$ cat config.mk
export PLATFORM = sky130hd
export DESIGN_NAME = lsu_sequencer
export DESIGN_NICKNAME = d
export VERILOG_FILES = /design/src/rtl/lsu_sequencer.sv
export SDC_FILE = /design/constraint.sdc
export NUM_CORES = 1
export LEC_CHECK = 0
export CORE_MARGIN = 1
export CORE_UTILIZATION = 43
export CTS_CLUSTER_DIAMETER = 80
export CTS_CLUSTER_SIZE = 12
export DETAILED_ROUTE_END_ITERATION = 7
export PLACE_DENSITY = 0.8
export SLEW_MARGIN = 20
export SYNTH_ARGS = -nofsm -noshare
export SYNTH_HDL_FRONTEND = slang
export SYNTH_SLANG_ARGS = --single-unit
$ cat constraint.sdc
create_clock -name clk -period 3.75 [get_ports clk]
set_input_delay 0.375 -clock clk [delete_from_list [all_inputs] [get_ports clk]]
set_output_delay 0.375 -clock clk [all_outputs]
set_load 0.005 [all_outputs]
$ cat src/rtl/lsu_sequencer.sv
// lsu_sequencer: load/store sequencer between the core and a word-wide synchronous memory.
// Handles RV32I sub-word loads (lane extract + extend) and sub-word stores (read-modify-write).
module lsu_sequencer #(
  parameter int ADDR_W = 32
) (
  input  logic              clk,
  input  logic              reset,
  input  logic              req_valid,
  output logic              req_ready,
  input  logic              req_we,
  input  logic [2:0]        req_funct3,
  input  logic [ADDR_W-1:0] req_addr,
  input  logic [31:0]       req_wdata,
  output logic              rsp_valid,
  output logic [31:0]       rsp_rdata,
  output logic              rsp_err,
  output logic              busy,
  output logic [ADDR_W-1:0] mem_addr,
  output logic              mem_re,
  output logic              mem_we,
  output logic [31:0]       mem_wdata,
  input  logic [31:0]       mem_rdata
);
  typedef enum logic [2:0] {IDLE, RD, RDW, WR, RESP} state_t;
  state_t            state_q, state_d;
  logic [ADDR_W-1:0] addr_q, addr_d;
  logic [2:0]        f3_q, f3_d;
  logic              we_q, we_d, err_q, err_d;
  logic [31:0]       wdata_q, wdata_d, word_q, word_d, rdata_q, rdata_d;
  logic              req_err;
  logic [7:0]        byte_v;
  logic [15:0]       half_v;
  logic [31:0]       load_v, merged;

  assign req_err = (req_funct3 == 3'b011) | (req_funct3[2:1] == 2'b11) | (req_we & req_funct3[2])
                 | ((req_funct3[1:0] == 2'b01) & req_addr[0])
                 | ((req_funct3 == 3'b010) & (req_addr[1:0] != 2'b00));

  // memory data is valid in RDW, so loads are extracted straight from mem_rdata
  assign byte_v = mem_rdata[{addr_q[1:0], 3'b000} +: 8];
  assign half_v = mem_rdata[{addr_q[1], 4'b0000} +: 16];
  assign load_v = f3_q[0] ? {{16{half_v[15] & ~f3_q[2]}}, half_v}
                : f3_q[1] ? mem_rdata
                : {{24{byte_v[7] & ~f3_q[2]}}, byte_v};

  always_comb begin
    merged = word_q;
    if (f3_q[1:0] == 2'b00) merged[{addr_q[1:0], 3'b000} +: 8] = wdata_q[7:0];
    if (f3_q[1:0] == 2'b01) merged[{addr_q[1], 4'b0000} +: 16] = wdata_q[15:0];
    if (f3_q[1]) merged = wdata_q;
  end

  always_comb begin
    state_d = state_q;
    addr_d  = addr_q;
    f3_d    = f3_q;
    we_d    = we_q;
    err_d   = err_q;
    wdata_d = wdata_q;
    word_d  = word_q;
    rdata_d = rdata_q;
    case (state_q)
      IDLE: if (req_valid) begin
        addr_d  = req_addr;
        f3_d    = req_funct3;
        we_d    = req_we;
        err_d   = req_err;
        wdata_d = req_wdata;
        if (req_err) rdata_d = '0;
        state_d = req_err ? RESP : (req_we & req_funct3[1]) ? WR : RD;
      end
      RD:  state_d = RDW;
      RDW: begin
        word_d  = mem_rdata;
        rdata_d = we_q ? rdata_q : load_v;
        state_d = we_q ? WR : RESP;
      end
      WR: begin
        rdata_d = '0;
        state_d = RESP;
      end
      RESP:    state_d = IDLE;
      default: state_d = IDLE;
    endcase
  end

  always_ff @(posedge clk or posedge reset) begin
    if (reset) begin
      state_q <= IDLE;
      addr_q  <= '0;
      f3_q    <= '0;
      we_q    <= 1'b0;
      err_q   <= 1'b0;
      wdata_q <= '0;
      word_q  <= '0;
      rdata_q <= '0;
    end else begin
      state_q <= state_d;
      addr_q  <= addr_d;
      f3_q    <= f3_d;
      we_q    <= we_d;
      err_q   <= err_d;
      wdata_q <= wdata_d;
      word_q  <= word_d;
      rdata_q <= rdata_d;
    end
  end

  assign req_ready = state_q == IDLE;
  assign busy      = state_q != IDLE;
  assign rsp_valid = state_q == RESP;
  assign rsp_err   = rsp_valid & err_q;
  assign rsp_rdata = rdata_q;
  assign mem_re    = state_q == RD;
  assign mem_we    = state_q == WR;
  assign mem_addr  = busy ? {addr_q[ADDR_W-1:2], 2'b00} : '0;
  assign mem_wdata = mem_we ? merged : '0;
endmodule

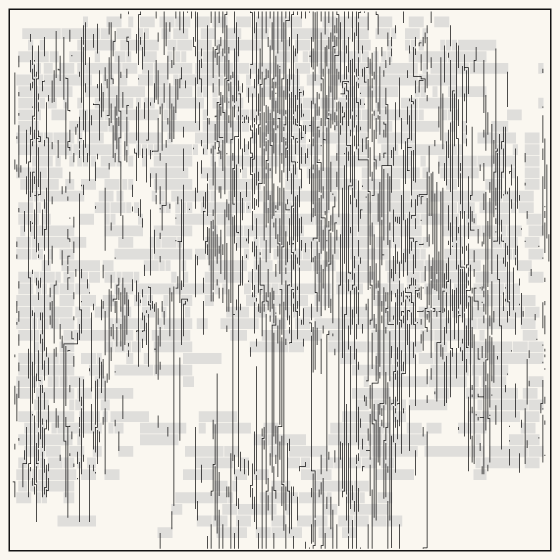
(images/m2.png)
Cells faint in the background.
830 nets have wire on it. The wires run mostly vertical. The layer carries 9,560 um of wire. The layer holds 47% of the routed length.

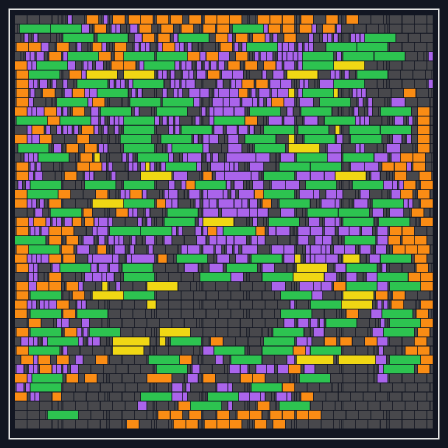
(images/class_map.png)
Fill, decap, tap and diode cells in gray.
Yellow shows clock drivers and dummy loads, cells 31. Green shows sequential cells, cells 136. Purple shows remaining logic cells, cells 518. Orange shows remaining buffers and delay cells, cells 219.

==> results.txt <==
run results: flops out of synthesis ~140, tool warnings 30, outcome completed, share of cells above drive strength 1 0.0985, Hold Crit Class reg -> reg, Ys Warns 0, RSZ-0062 raised after global routing false, Area leader share 0.510, floorplan utilization 0.440, placer congestion estimate 0.888, grt met1 use 0.355, Worst Max-Slew Pin Slew ~0.85 ns, setup bufs post-CTS 0, Mux area share 0.0675, Post-Layout Inst Area roughly 0.0094 mm2, non-clk buf share 0.230, metal2 WL roughly 9600 um, die height 127 um, AND-OR/OR-AND Cells, Area Fraction 0.150, Period Utilization, post-route 0.961, WL final 20,500 um, flop share of the area 0.362, DRT Pass-1 Iters 5, number of global-route vias before repair 6,107, Ant. Diodes 0, I/O pin count 205, max_cap viols 0, final setup TNS 0 ns, Die W 127 um, Signal inverters 9, Synth Instances 702, Resize count post-CTS 0, Clock Latency Late Sink around 0.42 ns, vias per cell 5.62, Synth logic family simple AND/OR/NAND/NOR gates, global-route wire length before repair about 33,000 um, Clock Path Buffers 2, clock buffer count 21, met3 wire len 1950 um, total power 7.88 mW, CTS tree built, Power Density approximately 840 mW/mm2, Clock Sinks roughly 140, clock root buffer clkbuf_16, Critical Path End mem_wdata[10], nonclk buf count ~220, post-synth top area cell dfrtp_1
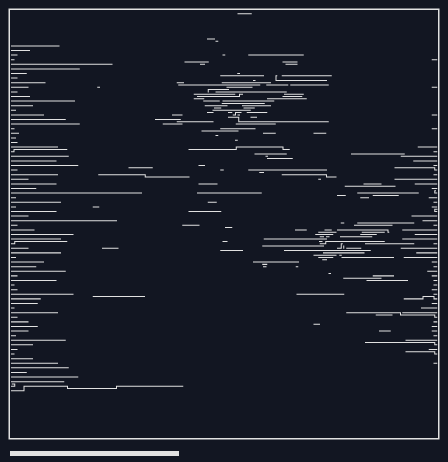
(images/m3.png)
Bar = 50 um.
The layer carries 1,950 um of wire. The wires run mostly horizontal. The layer holds 9.5% of the routed length. 205 nets have wire on it.

## power breakdown
part           internal, mW  leakage (nW)  switching (mW)
Sequential             2.16          1.71           0.574
Combinational          1.69          2.14            1.79
Clock                  1.05         0.286           0.619
## placed cells by master, fill, tap and decap left out, types with 3 or more instances in the layout
cell	count
nand3b_1	3
clkdlybuf4s50_1	202
clkbuf_16	17
nor2_1	53
buf_4	16
clkbuf_1	3
nand2_1	209
a2bb2oi_1	8
a22oi_1	8
clkinv_2	6
mux2i_1	9
o221ai_1	7
nor3_1	18
nand2b_1	4
bufinv_16	3
o21ai_0	15
inv_1	8
mux2_2	32
o22ai_1	8
nor2b_1	32
ha_1	5
a221oi_1	23
a211oi_1	8
dfrtp_1	135
o2bb2ai_1	31
Power is estimated from default activity; no workload was simulated.
